==> images/placed.png <==
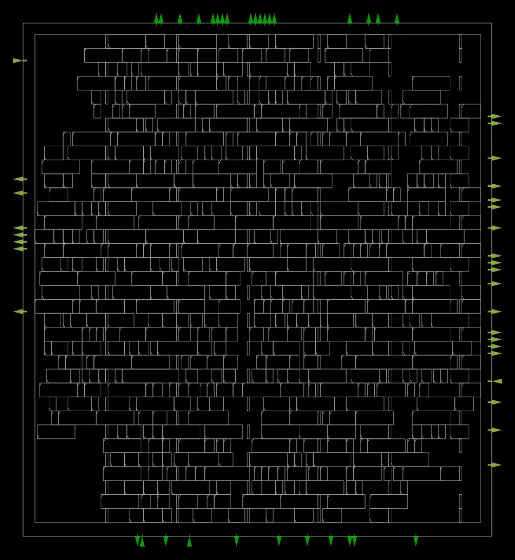
==> images/util_map.png <==
Drawn at 4 px/um. The die is cut into 9 by 10 equal tiles; dark blue is low, red is high, 0 to 100% covered.
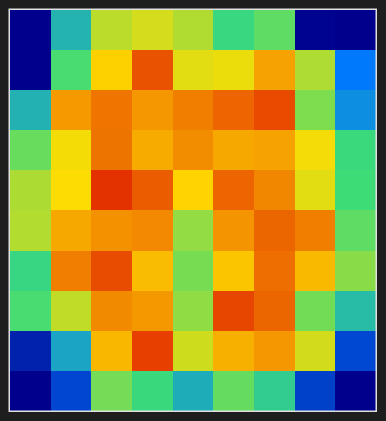
==> images/class_map.png <==
Drawn at 4 px/um.
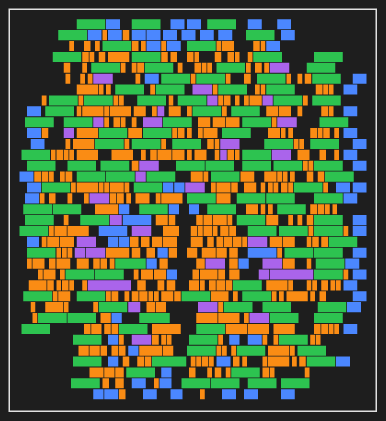
Design acl_spi_poller_flat, sky130hd; sources not shown.
==> run notes <==
impl run done, here's what came out: CTS root buf=clkbuf_8, Crit. End Element=output port, Die Wd=roughly 90 um, Max Cap Viol=0, vias in the first global route=about 3.8k, # setup viols final=0, LEAKAGE=~2.0 nW, slew of the pin with the lowest slew margin=about 0.50 ns, AND-OR/OR-AND share of the synthesized area=roughly a fifth, H-tree depth=4, Crit. path cell count=4, comb pwr=approximately 0.27 mW, Critical Path Max Stage Delay=0.40 ns, area grow syn2layout=23.2%, drt initial violations=234, Int Pwr=between 3 and 4 mW, post-synth top area cell=dfxtp_1, Largest register FFs=about 48, crit path DAT=approximately 1.6 ns, vias=approximately 3.9k, PD cells=774 nW/um^2, WP data required=1.71 ns, xor/xnor share=under 10%, antenna violations before repair=0, crit-path max FO=10, YS chip area=roughly 4800 um^2, IO Count=57, ys flops=about 120, CTS sink cnt=~120, hold slack=slightly above 0.4 ns, Pwr Total=4.57 mW, Setup CP Type=flip-flop to output port, Cells after Synth=534, Worst Reg-to-Reg Cells=6, Multiplexer share=1.88%, RSZ-0062 raised after global routing=no, critical path, cell by cell=or3_1 -> and2_4 -> inv_2 -> buf_4, slew margin rel.=about 67%, Switch Pwr=around 1.0 mW, Yosys cell types=around 46, async set or reset register ratio after synthesis=0%, ant diodes=0, Detail Placement HPWL=6.36 mm, Reg power frac=between 50 and 60%, GRT Overall Usage=23.2%, first-pass GRT wire length=between 15 and 20 mm, cell with the most instances after synthesis=nand2_1, CTS tree=done, worst hold-check path type=flip-flop to flip-flop, WP buf/inv=2, clock share of power=42.9%, DRC viols=0, Final GP Congestion=0.800, top cells by area=dfxtp_1 (51%), nand2_1 (12%), a21oi_1 (6.6%), ys flop type=dfxtp_1, worst-case clock buffer depth=2, top cells by count=nand2_1 (158), dfxtp_1 (122), a21oi_1 (63), synth warn=0, Largest type area fraction=between 50% and 60%, final WL=between 9 and 10 mm, wire length per cell=14.0 um, Floorplan Nets=about 540, Setup WS post-layout=0.0787 ns, Tcrit/Tclk final=a little over nine tenths, Vias/cell=5.45, CP max stage cell=or3_1, Final Critical Period=between 2 and 2.5 ns, clk pwr=1.96 mW, Syn Area/Cell=approximately 9.0 um^2, Die ar.=around 9200 um^2, Post-Synth Simple-Gate Area=roughly 20%, Final nets=between 500 and 600, crit path launch type=flip-flop, Die Y-Extent=between 100 and 150 um, fa+ha+maj area frac=~1.0%, CP delay by family, top=simple AND/OR/NAND/NOR gates, comb area leader=AND-OR/OR-AND gates, hold depth=2, worst skew pair latency=about 0.42 ns, total grt overflow=0, Max power group=registers, Buffers on Ports=56, Synth Seq Share=between 50% and 60%, status=finished, final reports clean, ANT nets after route=0, flop2flop setup slack=0.18 ns, DP Worst Slack=0.195 ns, dpl cells=between 600 and 700, P_seq=approximately 2.3 mW, worst vdd ir=~0.42 mV
-- placed.png (at the start) --
fin cells: 712
Core Area: 8280 um^2
Well Taps: 111
Final Core Density: 71.3%

-- util_map.png (at the start) --
43% of the tiles are over 75% full. The mean over all tiles is 63%. 6.7% of the tiles are nearly empty. The fullest tile reaches 94%.
Initial Utilization: 57.9%

-- class_map.png (at the start) --
Blue is remaining buffers and delay cells, cells 76. Green is registers, cells 122. Orange is remaining logic cells, cells 371. Purple is clock drivers and dummy loads, cells 32.
fraction of area in registers: 41.5%
Site Rows: 35
Final Cell Area: 5900 um^2

[layout make-up]
class	count	area, um^2
Inverter	5	18.8
Timing Repair Buffer	76	742
Multi-Input combinational cell	366	2150
Sequential cell	122	2450
Tap cell	111	139
Clock buffer	22	284
Clock inverter	10	118
Fill cell	622	2380
[routing by layer]
| layer | GRT usage (%) | vias up | part of all wire [%] | wire [um] |
|---|---|---|---|---|
| li1 | - | 1951 | - | - |
| met1 | 26.7 | 1851 | 45 | 4450 |
| met2 | 41.2 | 68 | 51 | 5060 |
| met3 | 5.41 | 11 | 3.0 | 294 |
| met4 | 10.4 | 0 | 1.4 | 143 |
| met5 | 0 | - | 0 | 0 |
[through the flow]
step / cell area, um^2 / TNS (ns)
after floorplan: 4790 / 0
after global placement: 5470 / 0
after detailed placement: 5470 / 0
after CTS: 5880 / -0.00775
after global routing: 5900 / 0
final: 5900 / 0
[worst register-to-register path, cell delays in order, from the launching register on]
cell     delay [ns]
dfxtp_1        0.38
ha_1           0.17
and4b_1        0.37
nand2_1        0.23
o21ai_4        0.25
buf_4          0.28
mux2i_1        0.22
[placed cells by master (no fill, tap or decap), types with 4 or more instances in the layout]
| master | count |
|---|---|
| clkinvlp_4 | 4 |
| nor3_1 | 4 |
| clkdlybuf4s50_1 | 52 |
| o21ai_0 | 6 |
| clkbuf_8 | 19 |
| dfxtp_1 | 119 |
| a2bb2oi_1 | 20 |
| mux2i_1 | 9 |
| nand4_1 | 6 |
| a2bb2oi_2 | 20 |
| nand3_1 | 14 |
| xnor2_1 | 4 |
| nor2_1 | 13 |
| o31ai_1 | 5 |
| nand2_1 | 158 |
| and3_1 | 4 |
| buf_4 | 18 |
| ha_1 | 4 |
| a21oi_1 | 63 |
[repair_timing]
action,CTS,global route
setup endpoints to repair,4,1
buffers inserted,0,2
gates resized,7,2
hold buffers,0,0
Power is estimated from default activity; no workload was simulated.
